<file path="src/rtl/datapath_pkg.sv">
// Shared datapath definitions: default operand/slice widths and the
// state encoding used by the multi-cycle wrappers.
package datapath_pkg;

  localparam int WIDTH_DEF = 16;
  localparam int SLICE_DEF = 4;

  typedef logic [1:0] state_t;

  localparam state_t ST_IDLE = 2'd0;
  localparam state_t ST_RUN  = 2'd1;
  localparam state_t ST_FIN  = 2'd2;

endpackage

</file>
<file path="src/rtl/seq_sub_16bit_rca.sv">
// Ripple-carry slice adder: sum = a + b + cin, carry out of the top bit.
module RCA_4bit #(
  parameter int W = 4
) (
  input  logic [W-1:0] a,
  input  logic [W-1:0] b,
  input  logic         cin,
  output logic [W-1:0] sum,
  output logic         cout
);

  logic [W:0] c;

  assign c[0] = cin;

  for (genvar gi = 0; gi < W; gi++) begin : g_fa
    assign sum[gi]  = a[gi] ^ b[gi] ^ c[gi];
    assign c[gi+1]  = (a[gi] & b[gi]) | (c[gi] & (a[gi] ^ b[gi]));
  end

  assign cout = c[W];

endmodule

</file>
<file path="src/rtl/seq_sub_16bit.sv">
// Multi-cycle subtractor: in1 - in2 - bin computed one slice per cycle,
// LSB first, through a single shared ripple-carry slice.
module seq_sub_16bit
  import datapath_pkg::*;
#(
  parameter int WIDTH = WIDTH_DEF,
  parameter int SLICE = SLICE_DEF
) (
  input  logic             clk,
  input  logic             rst,
  input  logic             start,
  input  logic [WIDTH-1:0] in1,
  input  logic [WIDTH-1:0] in2,
  input  logic             bin,
  output logic             busy,
  output logic             done,
  output logic [WIDTH-1:0] out,
  output logic             bout,
  output logic             ovf
);

  localparam int NSLICE = WIDTH / SLICE;
  localparam int IDX_W  = (NSLICE > 1) ? $clog2(NSLICE) : 1;
  localparam logic [IDX_W-1:0] LAST_IDX = IDX_W'(NSLICE - 1);
  localparam int MSB = WIDTH - 1;

  state_t           state_reg, state_next;
  logic [IDX_W-1:0] idx_reg;
  logic [WIDTH-1:0] a_reg, b_reg, part_reg, part_next;
  logic             carry_reg;
  logic [SLICE-1:0] a_slice, b_slice_inv, sum_slice;
  logic             slice_cout;
  logic             last_slice, accept;

  // Subtraction as a + ~b + carry, where the carry starts as ~bin.
  assign a_slice     = a_reg[idx_reg*SLICE +: SLICE];
  assign b_slice_inv = ~b_reg[idx_reg*SLICE +: SLICE];

  RCA_4bit #(.W(SLICE)) u_slice (
    .a   (a_slice),
    .b   (b_slice_inv),
    .cin (carry_reg),
    .sum (sum_slice),
    .cout(slice_cout)
  );

  always_comb begin
    part_next = part_reg;
    part_next[idx_reg*SLICE +: SLICE] = sum_slice;
  end

  // FIN accepts a new start just like IDLE, giving back-to-back operation.
  assign accept     = start && (state_reg != ST_RUN);
  assign last_slice = (idx_reg == LAST_IDX);

  always_comb begin
    state_next = state_reg;
    case (state_reg)
      ST_IDLE, ST_FIN: state_next = start ? ST_RUN : ST_IDLE;
      ST_RUN:          if (last_slice) state_next = ST_FIN;
      default:         state_next = ST_IDLE;
    endcase
  end

  always_ff @(posedge clk or negedge rst) begin
    if (!rst) begin
      state_reg <= ST_IDLE;
      idx_reg   <= '0;
      a_reg     <= '0;
      b_reg     <= '0;
      part_reg  <= '0;
      carry_reg <= 1'b0;
      out       <= '0;
      bout      <= 1'b0;
      ovf       <= 1'b0;
    end else begin
      state_reg <= state_next;
      if (accept) begin
        a_reg     <= in1;
        b_reg     <= in2;
        carry_reg <= ~bin;
        idx_reg   <= '0;
      end else if (state_reg == ST_RUN) begin
        carry_reg <= slice_cout;
        idx_reg   <= idx_reg + 1'b1;
        part_reg  <= part_next;
        // Visible result only moves on the completing edge.
        if (last_slice) begin
          out  <= part_next;
          bout <= ~slice_cout;
          ovf  <= (a_reg[MSB] != b_reg[MSB]) && (part_next[MSB] != a_reg[MSB]);
        end
      end
    end
  end

  assign busy = (state_reg == ST_RUN);
  assign done = (state_reg == ST_FIN);

endmodule

</file>
<file path="config.mk">
export PLATFORM = sky130hd
export DESIGN_NAME = seq_sub_16bit
export DESIGN_NICKNAME = d
export VERILOG_FILES = /design/src/rtl/datapath_pkg.sv /design/src/rtl/seq_sub_16bit_rca.sv /design/src/rtl/seq_sub_16bit.sv
export SDC_FILE = /design/constraint.sdc
export NUM_CORES = 1
export LEC_CHECK = 0
export ABC_AREA = 1
export CAP_MARGIN = 15
export CORE_MARGIN = 2
export CORE_UTILIZATION = 53
export CTS_BUF_LIST = sky130_fd_sc_hd__clkbuf_16
export CTS_CLUSTER_DIAMETER = 200
export DETAILED_ROUTE_END_ITERATION = 8
export GPL_ROUTABILITY_DRIVEN = 0
export PLACE_DENSITY = 0.79
export SLEW_MARGIN = 20
export SYNTH_ARGS = -nofsm -noshare
export SYNTH_HDL_FRONTEND = slang
export SYNTH_SLANG_ARGS = --single-unit
export TNS_END_PERCENT = 5
</file>
<file path="constraint.sdc">
create_clock -name clk -period 3.7 [get_ports clk]
set_clock_uncertainty 0.05 [all_clocks]
set_input_delay 1.11 -clock clk [delete_from_list [all_inputs] [get_ports clk]]
set_output_delay 1.11 -clock clk [all_outputs]
set_load 0.01 [all_outputs]
</file>
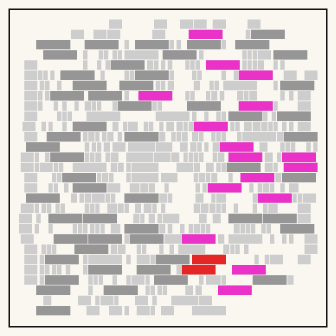
Figure 1: where the registers sit.
Other sequential cells in the stronger grey, the rest of the logic in the fainter grey.
| netlist name | colour | placed flops |
|---|---|---|
| state_reg | red | 2 |
| part_reg | magenta | 16 |
register share of the cell area: 42.4%
Sequential cell area: 0.00178 mm²
end-of-flow core utilization: 66.7%
Sequential Power: 1.31 mW

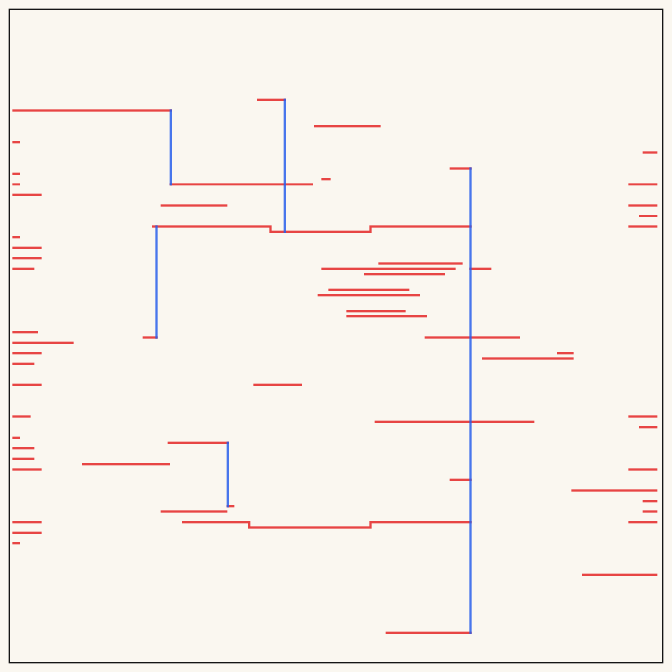
Figure 2: signal wires by layer.
Two of the layers only.
| layer | colour | wire length |
|---|---|---|
| metal 3 | red | 421 µm |
| metal 4 | blue | 109 µm |
Total Wirelength: 7.32 mm
via count: 2787
post-DR wirelength/cell: 13.6 µm

==> metrics.yaml <==
outcome: "finished clean"
synth_cells: 405
data_arrival_critical_path_ns: 3.54
clock.fmax_ghz: 0.296
crit_fanout: 15
final.setup.worst_slack_ns: 0.324
synth.distinct_cells: 26
flop2flop_setup_slack_ns: 0.32
floorplan.die.height_um: 84
timing.hold.worst_path_depth: 2
grt_start_max_net_pins: 34
clock-sinks: 71
holdPathEnd: "out[14]"
min_period_over_period_pct: 91.2
synthDominantAreaCellType: "sky130_fd_sc_hd__dfrtp_1"
placementRows: 29
ioPinCount: 56
setup.worst_path.start_class: "flip-flop"
vias_in_the_first_global_route: 2818
timing_hold_violations_final: 0
fin_hold_ws_ns: 0.425
detail_route.iter0.violations: 203
cp.required_ns: 3.86
netlist_area_mm2: 0.00339
antenna_cells_inserted: 0
min_period_ns: 3.38
count_of_final_max_slew_check_failures: 0
antenna_found_initial: 0
worst-slew-pin-transition_ns: 0.678
nNetsFinal: 505
htreeDepth: 3
route.antenna.remaining_nets: 0
slew-limit-headroom_pct: 54.8
cts-root-buf: "sky130_fd_sc_hd__clkbuf_16"
warnings: 31
p_total_mw: 3.91
worstReg2RegStart: "idx_reg[1]"
pwr_density_cell_mw_per_mm2: 933
met1_length_mm: 3.22
wl_met2_mm: 3.57
ys_chip_area_mm2: 0.00339
worst_r2r_endpoint: "ovf"
synth_top_flop_cell: "sky130_fd_sc_hd__dfrtp_1"
mostFrequentLayoutCells: "sky130_fd_sc_hd__nand2_1 (194), sky130_fd_sc_hd__dfrtp_1 (71), sky130_fd_sc_hd__clkdlybuf4s50_1 (54)"
critical_path.endpoint_type: "flip-flop"
design.core.area_mm2: 0.00628
layout-drive-gt1-share_pct: 5.62
synth_stat.cells: 405
maxUsedRoutingLayer: "met4"
enable_flop_cells: 0
grt_setup_unrepaired: "no"
total_die_area_mm2: 0.00706
fillers: 542
clock.latency.late_pin_ns: 0.33
cts_buffer_depth: 2
cap_violations: 0
hold_start: "out[14]"
final_common_cell: "sky130_fd_sc_hd__nand2_1"
synth.yosys.warnings: 0
criticalPathCategory: "reg -> reg"
flow.area_growth_from_synthesis_pct: 23.4
met3RoutedLength_um: 421
setup-tns-final_ns: 0
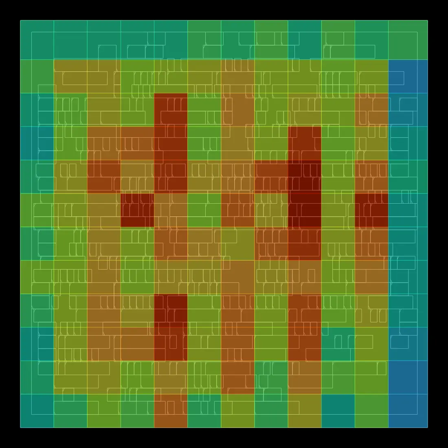
Figure 3: routing congestion.
met2 routing resource usage after global routing: 38.2%
GRT met3 Usage: 4.55%
all-layer global routing usage: 22.7%

-- synthesized netlist by cell type, types with 2 or more instances --
master,instances
sky130_fd_sc_hd__nand2_1,194
sky130_fd_sc_hd__dfrtp_1,71
sky130_fd_sc_hd__o21ai_0,28
sky130_fd_sc_hd__inv_1,26
sky130_fd_sc_hd__o22ai_1,16
sky130_fd_sc_hd__nor2_1,15
sky130_fd_sc_hd__nand3_1,8
sky130_fd_sc_hd__buf_4,6
sky130_fd_sc_hd__ha_1,6
sky130_fd_sc_hd__buf_6,5
sky130_fd_sc_hd__a21oi_1,4
sky130_fd_sc_hd__buf_2,4
sky130_fd_sc_hd__fa_1,4
sky130_fd_sc_hd__a32o_1,3
sky130_fd_sc_hd__inv_2,2
sky130_fd_sc_hd__nand4_1,2
sky130_fd_sc_hd__o21ai_1,2
-- metrics by stage --
step                      utilization, %  instances
final                               66.7        540
after global routing                66.7        540
after CTS                           66.7        540
after detailed placement            62.6        525
after global placement              62.6        525
after floorplan                        -        405
-- worst max-delay path by stage --
stage,startpoint,endpoint,cells past startpoint
finish,idx_reg[1],ovf,14
detailed placement,idx_reg[1],ovf,14
global route,idx_reg[1],ovf,14
floorplan,idx_reg[0],ovf,15
global placement,idx_reg[1],ovf,14
CTS,idx_reg[1],ovf,14
-- logic make-up (layout without fill, tap and decap cells) --
logic type | after synthesis | in the layout | share of synthesized area, %
AND-OR/OR-AND | 55 | 55 | 9.26
adder cells (fa/ha/maj) | 10 | 10 | 4.57
buffers and inverters | 46 | 104 | 7.41
flip-flops | 71 | 71 | 52.4
AND/OR/NAND/NOR | 223 | 223 | 26.4
-- critical path: stages (launching register included) --
cell                      delay, ns
sky130_fd_sc_hd__dfrtp_1       0.47
sky130_fd_sc_hd__inv_1         0.37
sky130_fd_sc_hd__a21oi_1       0.08
sky130_fd_sc_hd__a32o_1        0.24
sky130_fd_sc_hd__fa_1          0.35
sky130_fd_sc_hd__inv_1         0.08
sky130_fd_sc_hd__fa_1          0.15
sky130_fd_sc_hd__inv_1         0.05
sky130_fd_sc_hd__fa_1          0.38
sky130_fd_sc_hd__fa_1          0.54
sky130_fd_sc_hd__nand3_1       0.12
sky130_fd_sc_hd__o21ai_1       0.18
sky130_fd_sc_hd__nand2_1       0.07
sky130_fd_sc_hd__nand3_1       0.07
sky130_fd_sc_hd__nand2_1       0.06
-- routing by layer --
metal | GRT usage [%] | vias to the layer above
li1 | - | 1391
met1 | 28.6 | 1302
met2 | 38.2 | 80
met3 | 4.55 | 14
met4 | 9.53 | 0
met5 | 0 | -
-- final cells by class --
class                      instances  share of cell area, %
clock buffer                       9                   5.38
clock inverter                     6                  0.717
sequential                        71                   42.4
inverter                          29                   2.66
timing repair buffer              60                   13.9
multi-input combinational        288                   32.6
tap                               77                   2.30
-- report_power, final --
part           leakage [nW]  switching [mW]  internal (mW)
clock                 0.130           0.302          0.440
sequential            0.918           0.205           1.11
combinational          1.03            1.11          0.738
total                  2.08            1.62           2.29
Power figures rest on the tool's default switching activity, not on a simulated workload.
